`config.mk`:
```
export PLATFORM = sky130hd
export DESIGN_NAME = full_adder
export DESIGN_NICKNAME = d
export VERILOG_FILES = /design/src/rtl/full_adder.sv
export SDC_FILE = /design/constraint.sdc
export NUM_CORES = 1
export LEC_CHECK = 0
export CORE_AREA = 2 2 39 41
export DETAILED_ROUTE_END_ITERATION = 8
export DIE_AREA = 0 0 41 43
export GPL_TIMING_DRIVEN = 0
export REMOVE_ABC_BUFFERS = 1
export SKIP_CTS_REPAIR_TIMING = 1
export SYNTH_ARGS = -nofsm -noshare
export SYNTH_HDL_FRONTEND = slang
export SYNTH_SLANG_ARGS = --single-unit
```
`constraint.sdc`:
```
create_clock -name clk -period 1 [get_ports clk]
set_input_delay 0.2 -clock clk [delete_from_list [all_inputs] [get_ports clk]]
set_output_delay 0.2 -clock clk [all_outputs]
set_load 0.1 [all_outputs]
```
`src/rtl/full_adder.sv`:
```
// -----------------------------------------------------------------------------
// full_adder
//
// Registered ripple-carry adder built from WIDTH one-bit full-adder cells.
// Computes {cout, s} = a + b + cin as an exact (WIDTH+1)-bit unsigned result.
// With WIDTH=1 this is the classic single-bit full adder.
//
// Parameters
//   WIDTH    operand/sum width, legal range 1..64
//   REG_OUT  1: s/cout registered, 1-cycle latency, loaded only when in_valid=1
//            0: s/cout combinational from a/b/cin; only out_valid is registered
//
// Ports
//   clk        in   1      system clock, rising edge
//   rst_n      in   1      asynchronous active-low reset
//   a          in   WIDTH  operand A (unsigned)
//   b          in   WIDTH  operand B (unsigned)
//   cin        in   1      carry into bit 0
//   in_valid   in   1      qualifies a/b/cin this cycle
//   s          out  WIDTH  sum
//   cout       out  1      carry out of the MSB cell
//   out_valid  out  1      s/cout hold a valid result
// -----------------------------------------------------------------------------
module full_adder #(
    parameter int unsigned WIDTH   = 1,
    parameter bit          REG_OUT = 1'b1
) (
    input  logic             clk,
    input  logic             rst_n,
    input  logic [WIDTH-1:0] a,
    input  logic [WIDTH-1:0] b,
    input  logic             cin,
    input  logic             in_valid,
    output logic [WIDTH-1:0] s,
    output logic             cout,
    output logic             out_valid
);

    // carry[i] is the carry into cell i; carry[WIDTH] leaves the MSB cell.
    logic [WIDTH:0]   carry;
    logic [WIDTH-1:0] sum_comb;
    logic             out_valid_reg;

    assign carry[0] = cin;

    // Explicit per-bit cells rather than a '+' so the structure matches the
    // bit-cell equations one-for-one.
    genvar gi;
    generate
        for (gi = 0; gi < WIDTH; gi++) begin : g_cell
            assign sum_comb[gi]  = a[gi] ^ b[gi] ^ carry[gi];
            assign carry[gi+1]   = (a[gi] & b[gi])
                                 | (a[gi] & carry[gi])
                                 | (b[gi] & carry[gi]);
        end
    endgenerate

    // out_valid is a registered copy of in_valid in both configurations.
    always_ff @(posedge clk or negedge rst_n) begin
        if (!rst_n) begin
            out_valid_reg <= 1'b0;
        end else begin
            out_valid_reg <= in_valid;
        end
    end

    assign out_valid = out_valid_reg;

    generate
        if (REG_OUT) begin : g_reg
            logic [WIDTH-1:0] s_reg;
            logic             cout_reg;

            // Result register loads only on valid input and otherwise holds,
            // so the last good result stays visible while out_valid is low.
            always_ff @(posedge clk or negedge rst_n) begin
                if (!rst_n) begin
                    s_reg    <= '0;
                    cout_reg <= 1'b0;
                end else if (in_valid) begin
                    s_reg    <= sum_comb;
                    cout_reg <= carry[WIDTH];
                end
            end

            assign s    = s_reg;
            assign cout = cout_reg;
        end else begin : g_comb
            assign s    = sum_comb;
            assign cout = carry[WIDTH];
        end
    endgenerate

endmodule

```
Fig. 1: run 1, routed metal per tile
(8 px per um) The die is cut into 8 by 9 equal tiles; white is low, dark blue is high, scaled to the fullest tile. Values are wire area over tile area, all layers added.
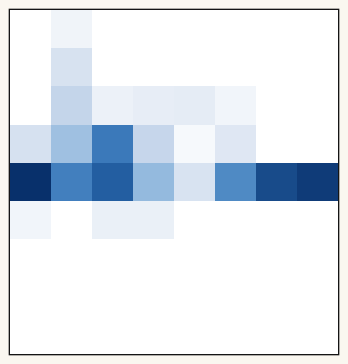
mean over tiles: 0.029
tiles over half the peak: 9.7%
nearly empty tiles: 67%
GRT Resource Usage Total: 4.74%
total length of routed wires: 273 um
number of vias in the routed layout: 101
average detailed-routed wire length per instance: 8.03 um

Fig. 2: run 1, clock network drawn from the DEF
(8 px per um)
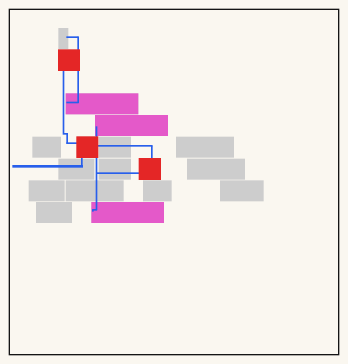
[magenta] flip-flops | count: 3
[red] clock-net drivers | count: 3
[blue] clock wires | length: 63.3 um
routed clock nets: 4

==> impl.org, run 1 <==
#+TITLE: Physical design notes

** Power
- The highest supply drop recorded on VDD is between 0.5 and 0.6 mV.
- Per the OpenROAD power report, switching power amounts to about 0.21 mW.
- Sequential power share :: between 20% and 30%

** Die
- Chip Footprint :: ~1800 sq um
- The floorplan has 14 rows.

** Route
- Nets still carrying antenna violations after routing amount to 0.
- In this run, the number of DRC markers left after iteration 0 of detailed routing was 0.
- Detailed-route DRC error count :: 0
- Number of detailed-routing iterations run before antenna repair :: 1

** Clock network
- Per the post-CTS timing run, clock transition at the registers of the reported paths is approximately 40 ps.
- No sink is reached through more buffers than the 2 on the longest clock path.
- The CTS log lists the clock sinks for this run as 3.
- Clock tree root driver cell :: sky130_fd_sc_hd__clkbuf_4
- Cts bufs inserted :: 3

** Cells and area
- Non-Filler Cell Area, Final :: roughly 280 sq um
- After the last flow step, the layout net total stands at 26.
- After the flow finishes, the layout carries non-filler instances totaling 34.

** Yosys
- The mapped netlist covers roughly 120 sq um.
- Register bit total from synthesis :: 3
- Warnings from Yosys :: 0
- Synthesized instance count :: 6
- Proportion of synthesized chip area in sequential cells :: approximately 64%

** Global routing
- Initial antenna violation count :: 0

** Critical path
- The worst setup path is of the flip-flop to primary output kind.
- Arrival time at the worst endpoint :: 810 ps
- CP required :: ~800 ps
- Ordered list of cells on the worst path :: buf_12

** Worst hold path
- The tightest min-delay check is of the input port to asynchronous set/reset pin type.

** Outcome
- Violations in the final reports :: setup timing
- Run status :: finished, violations left

** STA
- Final Slew Violations :: 0
- Worst hold slack after final layout :: between 150 and 200 ps
- Worst-Margin Slew :: between 100 and 150 ps
- The end-of-flow timing check tallies setup violations at 2.
- In the finished design, the share of the clock period the worst path needs comes to 101%.
- Max-Slew Margin vs Limit :: 90.6%
- Setup slack of the critical path after layout :: -8.01 ps
- Setup repair after global routing could not meet its margin everywhere.
Fig. 3: run 1, cell density map
(8 px per um) The die is cut into 8 by 9 equal tiles; white is low, dark blue is high, 0 to 100% covered.
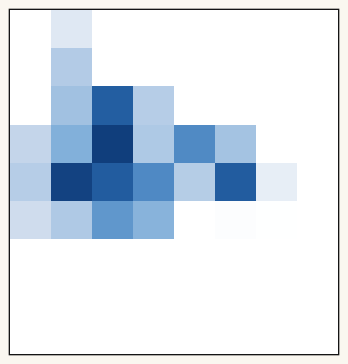
mean over tiles: 14%
nearly empty tiles: 69%
densest ninth of the die: middle left
tiles over 75% full: 6.9%
Floorplan Utilization: 8.50%
Core ar.: 1380 sq um
post-route core utilization: 20.0%

Fig. 4: run 1, metal layers overlaid
(12 px per um)
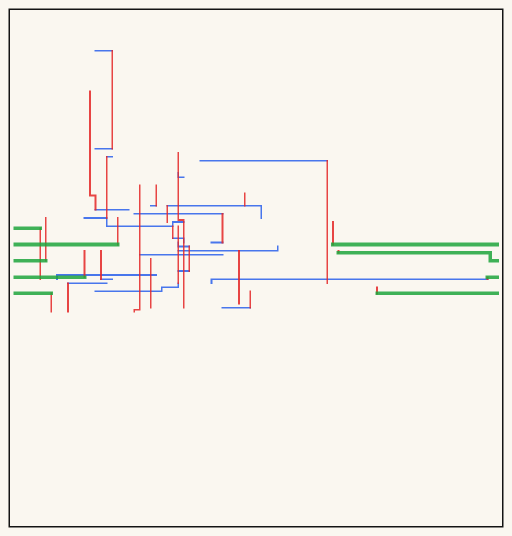
| color | layer | wire length |
|---|---|---|
| red | M2 | 104 um |
| green | M3 | 60.3 um |
| blue | M1 | 109 um |

[run 1: synthesized netlist by cell type]
master / number
sky130_fd_sc_hd__dfrtp_1: 3
sky130_fd_sc_hd__fa_1: 1
sky130_fd_sc_hd__mux2_2: 2
[run 1: power groups by stage]
stage	logic, mW	clock network (mW)	registers (mW)
global route	0.228	0.234	0.157
CTS	0.191	0.221	0.145
finish	0.220	0.210	0.153
detailed placement	0.191	0	0.147
floorplan	0.0161	0	0.259
global placement	0.188	0	0.145
[run 1: cell type report]
class	instances	area (sq um)
well taps	16	20.0
multi-input cells	3	42.5
fillers	147	1110
flip-flops and latches	3	75.1
repair buffers	8	113
clock buffers	4	26.3
[run 1: cell families after synthesis]
family / after synthesis / synth area share [%]
flip-flops: 3 / 63.8
multiplexers: 2 / 19.1
adder cells (fa/ha/maj): 1 / 17.0
[run 1: per-layer routing]
metal,global-route usage (%),vias up,share of wire (%)
li1,-,44,-
met1,4.56,48,40
met2,5.00,9,38
met3,5.76,0,22
met4,4.00,0,0
met5,0,-,0
[run 1: worst paths after layout]
path	startpoint	end	slack (ps)	depth (start not counted)
max in group asynchronous	rst_n	out_valid$_DFF_PN0_	700	1
hold reg to reg	cout$_DFFE_PN0P_	cout$_DFFE_PN0P_	570	1
setup / recovery	cout$_DFFE_PN0P_	cout	-8	1
setup reg to reg	s$_DFFE_PN0P_	s$_DFFE_PN0P_	220	1
hold / removal	rst_n	s$_DFFE_PN0P_	150	1
min in group clk	b	s$_DFFE_PN0P_	390	3
==> run 1 -> run 2 <==
--- a/config.mk
+++ b/config.mk
@@ -5,10 +5,14 @@
 export SDC_FILE = /design/constraint.sdc
 export NUM_CORES = 1
 export LEC_CHECK = 0
+export CELL_PAD_IN_SITES_DETAIL_PLACEMENT = 0
+export CELL_PAD_IN_SITES_GLOBAL_PLACEMENT = 2
 export CORE_AREA = 2 2 39 41
+export CTS_BUF_LIST = sky130_fd_sc_hd__clkbuf_4
 export DETAILED_ROUTE_END_ITERATION = 8
 export DIE_AREA = 0 0 41 43
 export GPL_TIMING_DRIVEN = 0
+export PLACE_DENSITY_LB_ADDON = 0.1
 export REMOVE_ABC_BUFFERS = 1
 export SKIP_CTS_REPAIR_TIMING = 1
 export SYNTH_ARGS = -nofsm -noshare
Fig. 5: run 2, routed metal per tile
(8 px per um) The die is cut into 8 by 9 equal tiles; white is low, dark blue is high, scaled to the fullest tile. Values are wire area over tile area, all layers added.
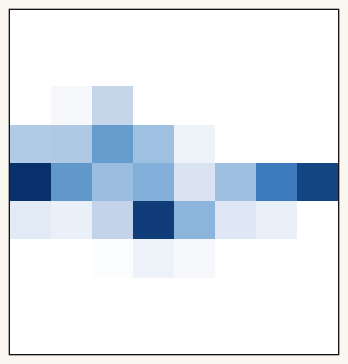
tiles over half the peak: 8.3%
mean over tiles: 0.029
nearly empty tiles: 67%
average detailed-routed wire length per instance: 8.26 um
GRT Resource Usage Total: 4.44%
total length of routed wires: 281 um
number of vias in the routed layout: 99

Fig. 6: run 2, clock network drawn from the DEF
(8 px per um)
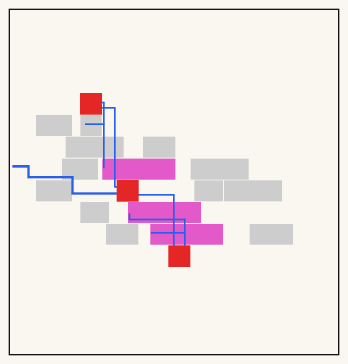
[magenta] flip-flops | count: 3
[blue] clock wires | length: 71.1 um
[red] clock-net drivers | count: 3
routed clock nets: 4

==> run 2 against run 1 <==
  * The run still ends with setup timing left
  * Cell area rose by 1.4%
  * Core utilization rose by 0.27 points
  * Global-route usage fell by 0.29 points
  * Setup slack got worse by 7.7 ps
  * Critical path type unchanged
==> impl.org, run 2 <==
#+TITLE: Physical design notes

** Power
- The worst IR drop on VDD is 0.669 mV (+25%).

** Route
- Metal1 wirelength :: 122 um (+12%)
- Highest layer used for signal routing :: met3
- The sum of met2 wire segment lengths after detailed routing came to 100 um (-2.9%).
- Number of detailed-routing iterations run before antenna repair :: 1 (unchanged)

** Worst hold path
- Checking hold timing, the worst path is listed with class input port to asynchronous set/reset pin.

** STA
- Worst-Margin Slew :: 139 ps (-1.04 ps)
- The worst-case hold slack is 151 ps (-1.94 ps).
- Setup slack of the critical path after layout :: -15.7 ps (-7.69 ps)
- The final-report setup violation count was 2 (unchanged).
- Unrepaired setup endpoints after global routing :: true

** Clock network
- In this run the clock root is driven by a sky130_fd_sc_hd__clkbuf_4.
- Cts bufs inserted :: 3 (unchanged)
- The maximum clock path buffer count is 2 (unchanged).
- Post-CTS clock slew at the launch and capture registers of the worst setup and hold paths :: 40 ps (about the same)

** Cells and area
- The number of nets at the end of the flow was 26 (unchanged).
- The final core area utilization was 20.3% (+0.27 points).

** Outcome
- The flow ran to the end, but the final reports show violations.
- Violations in the final reports :: setup timing

** Die
- Floorplan Utilization :: 8.50% (unchanged)

** Yosys
- The most common cell in the synthesized netlist is sky130_fd_sc_hd__dfrtp_1.
- Synthesized instance count :: 6 (unchanged)
- The async set-reset flop share out of synthesis was 100% (unchanged).

** Critical path
- CP required :: 800 ps (about the same)
==> run 2: cell types whose count changed in the layout (fill, tap and decap cells not counted) <==
cell / before / now
sky130_fd_sc_hd__clkbuf_1: 1 / 0
sky130_fd_sc_hd__clkbuf_4: 3 / 4
==> run 2: final cells by class <==
cell class	instances	area (sq um)
Fill cell	149	1100
Timing Repair Buffer	8	113
Sequential cell	3	75.1
Multi-Input combinational cell	3	42.5
Clock buffer	4	30.0
Tap cell	16	20.0
==> run 2: per-layer routing <==
| layer | global-route usage [%] | vias to the layer above |
|---|---|---|
| met3 | 5.24 | 0 |
| met5 | 0 | - |
| met2 | 2.81 | 9 |
| met1 | 4.26 | 46 |
| li1 | - | 44 |
| met4 | 8.00 | 0 |
==> run 2: path summary, 6_finish.rpt <==
kind                       depth (start not counted)          endpoint  slack, ps
setup / recovery                                   1                 s        -20
hold / removal                                     1     s$_DFFE_PN0P_        150
setup reg to reg                                   1     s$_DFFE_PN0P_        210
hold reg to reg                                    1  cout$_DFFE_PN0P_        570
max in group asynchronous                          1  cout$_DFFE_PN0P_        710
min in group clk                                   3     s$_DFFE_PN0P_        410
==> run 2: power by group through the flow <==
stage / clock network [mW] / registers [mW] / logic, mW
after floorplan: 0 / 0.259 / 0.0161
after global placement: 0 / 0.147 / 0.192
after detailed placement: 0 / 0.146 / 0.193
after CTS: 0.250 / 0.144 / 0.193
after global routing: 0.257 / 0.154 / 0.227
final: 0.240 / 0.153 / 0.221
==> run 2: logic make-up (layout without fill, tap and decap cells) <==
logic type,Yosys count,in the layout,share of synthesized area (%)
mux,2,2,19.1
fa+ha+maj,1,1,17.0
flops,3,3,63.8
buf+inv,0,12,0
Power figures rest on the tool's default switching activity, not on a simulated workload.
